**config.mk**
```make
export PLATFORM = sky130hd
export DESIGN_NAME = injector
export DESIGN_NICKNAME = d
export VERILOG_FILES = /design/src/rtl/injector.sv
export SDC_FILE = /design/constraint.sdc
export NUM_CORES = 1
export LEC_CHECK = 0
export ABC_AREA = 0
export ABC_CLOCK_PERIOD_IN_PS = 4110
export CORE_MARGIN = 3
export CORE_UTILIZATION = 24
export CTS_CLUSTER_SIZE = 12
export DETAILED_ROUTE_END_ITERATION = 16
export PLACE_DENSITY_LB_ADDON = 0.05
export SKIP_CTS_REPAIR_TIMING = 1
export SLEW_MARGIN = 0
export SYNTH_ARGS = -nofsm -noshare
export SYNTH_HDL_FRONTEND = slang
export SYNTH_SLANG_ARGS = --single-unit
```
**constraint.sdc**
```tcl
create_clock -name clk -period 4.11 [get_ports clk]
set_clock_uncertainty 0.2 [all_clocks]
set_input_delay 0.6165 -clock clk [delete_from_list [all_inputs] [get_ports clk]]
set_output_delay 0.6165 -clock clk [all_outputs]
set_load 0.01 [all_outputs]
```
**src/rtl/injector.sv**
```systemverilog
// Local-port injection stage: queues local flits and places the FIFO head into the
// first free channel slot (N > S > E > W), registering all four channel slots.
module injector #(
  parameter int         DEPTH        = 4,
  parameter logic [2:0] ROUTER_ROW   = 3'd4,
  parameter logic [2:0] ROUTER_COL   = 3'd4,
  parameter int         STARVE_LIMIT = 8
) (
  input  logic       clk,
  input  logic       rst,
  input  logic [9:0] northad,
  input  logic [9:0] southad,
  input  logic [9:0] eastad,
  input  logic [9:0] westad,
  input  logic       n_vld,
  input  logic       s_vld,
  input  logic       e_vld,
  input  logic       w_vld,
  input  logic [9:0] lin_data,
  input  logic       lin_valid,
  output logic       lin_ready,
  output logic [9:0] nad,
  output logic [9:0] sad,
  output logic [9:0] ead,
  output logic [9:0] wad,
  output logic       n_ovld,
  output logic       s_ovld,
  output logic       e_ovld,
  output logic       w_ovld,
  output logic       inj_fire,
  output logic       inj_drop,
  output logic       starve
);

  localparam int AW = $clog2(DEPTH);
  localparam int CW = $clog2(DEPTH + 1);
  localparam int SW = $clog2(STARVE_LIMIT + 1);

  logic [9:0]    mem [DEPTH];
  logic [AW-1:0] wr_ptr_reg, rd_ptr_reg;
  logic [CW-1:0] count_reg;
  logic [SW-1:0] starve_cnt_reg, starve_cnt_next;

  logic [9:0] head, inj_flit;
  logic [2:0] dir;
  logic       non_empty, all_busy, head_self, push, pop, inject;
  logic       sel_n, sel_s, sel_e, sel_w;

  assign lin_ready = (count_reg != CW'(DEPTH));
  assign push      = lin_valid && lin_ready;
  assign non_empty = (count_reg != '0);
  assign head      = mem[rd_ptr_reg];
  assign all_busy  = n_vld && s_vld && e_vld && w_vld;
  assign head_self = (head[5:3] == ROUTER_ROW) && (head[2:0] == ROUTER_COL);
  assign inject    = non_empty && !head_self && !all_busy;
  // A self-addressed head is discarded even when every slot is busy.
  assign pop       = non_empty && (head_self || !all_busy);

  always_comb begin
    dir = 3'b011;
    if (head[2:0] > ROUTER_COL)      dir = 3'b000;
    else if (head[2:0] < ROUTER_COL) dir = 3'b001;
    else if (head[5:3] > ROUTER_ROW) dir = 3'b010;
  end

  // The local flit's direction field is replaced by the computed route.
  assign inj_flit = (head & 10'h23F) | {1'b0, dir, 6'b0};

  assign sel_n = inject && !n_vld;
  assign sel_s = inject && n_vld && !s_vld;
  assign sel_e = inject && n_vld && s_vld && !e_vld;
  assign sel_w = inject && n_vld && s_vld && e_vld && !w_vld;

  always_comb begin
    starve_cnt_next = starve_cnt_reg;
    if (pop || !non_empty)
      starve_cnt_next = '0;
    else if (starve_cnt_reg != SW'(STARVE_LIMIT))
      starve_cnt_next = starve_cnt_reg + SW'(1);
  end

  always_ff @(posedge clk) begin
    if (push)
      mem[wr_ptr_reg] <= lin_data;
  end

  always_ff @(posedge clk) begin
    if (rst) begin
      wr_ptr_reg     <= '0;
      rd_ptr_reg     <= '0;
      count_reg      <= '0;
      starve_cnt_reg <= '0;
      starve         <= 1'b0;
      nad            <= '0;
      sad            <= '0;
      ead            <= '0;
      wad            <= '0;
      n_ovld         <= 1'b0;
      s_ovld         <= 1'b0;
      e_ovld         <= 1'b0;
      w_ovld         <= 1'b0;
      inj_fire       <= 1'b0;
      inj_drop       <= 1'b0;
    end else begin
      if (push) wr_ptr_reg <= AW'(wr_ptr_reg + 1'b1);
      if (pop)  rd_ptr_reg <= AW'(rd_ptr_reg + 1'b1);
      if (push && !pop)      count_reg <= count_reg + CW'(1);
      else if (pop && !push) count_reg <= count_reg - CW'(1);
      starve_cnt_reg <= starve_cnt_next;
      starve         <= (starve_cnt_next == SW'(STARVE_LIMIT));
      nad      <= n_vld ? northad : (sel_n ? inj_flit : 10'b0);
      sad      <= s_vld ? southad : (sel_s ? inj_flit : 10'b0);
      ead      <= e_vld ? eastad  : (sel_e ? inj_flit : 10'b0);
      wad      <= w_vld ? westad  : (sel_w ? inj_flit : 10'b0);
      n_ovld   <= n_vld || sel_n;
      s_ovld   <= s_vld || sel_s;
      e_ovld   <= e_vld || sel_e;
      w_ovld   <= w_vld || sel_w;
      inj_fire <= inject;
      inj_drop <= non_empty && head_self;
    end
  end

endmodule

```
==> images/pinout.png <==
Pins as bars across the die edge, other pins in grey.
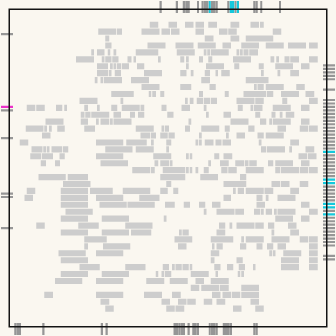
- magenta: `lin_ready` (pins 1; direction output; edge left)
- cyan: `wad` (pins 10; direction output; edge 6 right, 4 top)
Buffers on Ports: 101
Die Ht: 124.1 µm
horizontal extent of the die: 124.1 µm

==> images/ff_map.png <==
Other sequential cells in the stronger grey, the rest of the logic in the fainter grey.
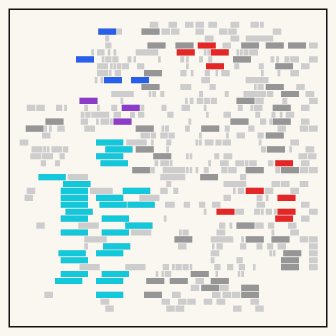
- red: `wad` (placed flops 10)
- blue: `starve_cnt_reg` (placed flops 4)
- cyan: `mem` (placed flops 28)
- purple: `count_reg` (placed flops 3)
- not coloured: 43
power in sequential cells: 1.08 mW
sequential cell area in the final layout: 0.002042 mm²
proportion of cell area occupied by registers: 0.4194
utilization after layout: 0.3619

==> images/congestion_map.png <==
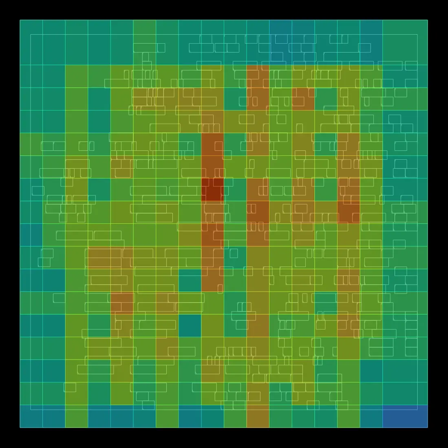
global routing usage summed across all routing layers: 0.1250
fraction of met1 tracks used by global routing: 0.1704

==> qor.yml <==
layout_top_cell_excl_fill_tap: "sky130_fd_sc_hd__clkdlybuf4s50_1"
clkPwrFrac: 0.313
globalRouteOverflowTotal: 0
core_util_floorplan: 0.2488
post_synthesis_chip_area_from_yosys_mm2: 0.003347
cp-endpoint: "count_reg[2]"
critical_path_required_ns: 4.18
cts_tree: "built"
wire_length_of_the_first_global_routing_pass_um: 14100
wirelength_um: 9186
synth-seq-area-share: 0.6101
postSynthNetCount: 355
outcome: "finished clean"
drt-initial-drc-count: 158
leakage_power_summed_over_all_cells_nw: 1.758
power.sequential.fraction: 0.412
synthArstFlopShare: 0
synth_cell_type_count: 41
ys_seq_elements: 88
yosys_warnings: 0
-- cell type report --
| class | instances | area, µm² |
|---|---|---|
| multi-input combinational | 176 | 1197 |
| clock buffer | 9 | 225.2 |
| timing repair buffer | 109 | 1066 |
| inverter | 12 | 45.04 |
| sequential | 88 | 2042 |
| tap | 176 | 220.2 |
| clock inverter | 7 | 72.57 |
| fill | 1356 | 8584 |
-- metrics by stage --
step	instance area [µm²]	total power, mW	setup slack (ns)
2_1_floorplan	3347	1.523	1.050
3_3_place_gp	4571	1.826	0.6375
3_5_place_dp	4571	1.830	0.6347
4_1_cts	4868	2.659	0.6062
5_1_grt	4868	2.772	0.4678
6_report	4868	2.613	0.6691
-- Yosys cell counts, drive strengths merged, types with 2 or more instances --
master	n	area share
nor2	38	0.043
and2	7	0.013
xnor2	2	0.0052
mux2i	2	0.0060
buf	3	0.0064
nor2b	3	0.0056
ha	7	0.026
xor2	3	0.0079
or3	3	0.0056
a22oi	21	0.047
and3	2	0.0037
dfxtp	60	0.36
inv	12	0.013
clkbuf	11	0.012
nand3	2	0.0030
mux4	7	0.047
o22ai	8	0.015
o21ai	10	0.017
nand2	27	0.030
a21oi	4	0.0060
edfxtp	28	0.25
nor3	6	0.0090
or3b	2	0.0060
o31ai	7	0.016
nand2b	2	0.0037
nor3b	2	0.0045
-- how the worst min path moves through the flow --
stage | end | slack (ns) | cells past startpoint
CTS | starve_cnt_reg[2] | 0.34 | 2
global route | starve_cnt_reg[2] | 0.37 | 2
global placement | starve_cnt_reg[3] | 0.32 | 2
detailed placement | starve_cnt_reg[3] | 0.33 | 2
floorplan | starve_cnt_reg[3] | 0.29 | 2
finish | starve_cnt_reg[2] | 0.34 | 2
-- kinds of logic after synthesis --
kind of cell | share of synthesized area
flops | 0.6101
buf+inv | 0.03215
xor+xnor | 0.01309
compound gates | 0.1230
fa+ha+maj | 0.03215
simple gates | 0.1331
mux | 0.05645
-- metal layers --
metal | GRT usage | vias up | wire length, µm
li1 | - | 1244 | -
met1 | 0.1704 | 1149 | 4315
met2 | 0.1858 | 75 | 4057
met3 | 0.03769 | 11 | 663
met4 | 0.04928 | 0 | 150
met5 | 0 | - | 0
-- worst max-delay path, delay by kind of cell (launching register included) --
family	cells	cell delay, ns
fa+ha+maj	2	0.58
compound gates	1	0.13
simple gates	4	0.95
xor+xnor	1	0.17
buf+inv	1	0.06
flops	1	0.65
mux	1	0.62
-- power groups by stage --
stage	registers (mW)	logic, mW	clock network, mW
after detailed placement	1.10	0.729	0
final	1.08	0.719	0.817
after global placement	1.10	0.728	0
after global routing	1.10	0.794	0.883
after floorplan	1.08	0.439	0
after CTS	1.08	0.733	0.844
Power figures rest on the tool's default switching activity, not on a simulated workload.
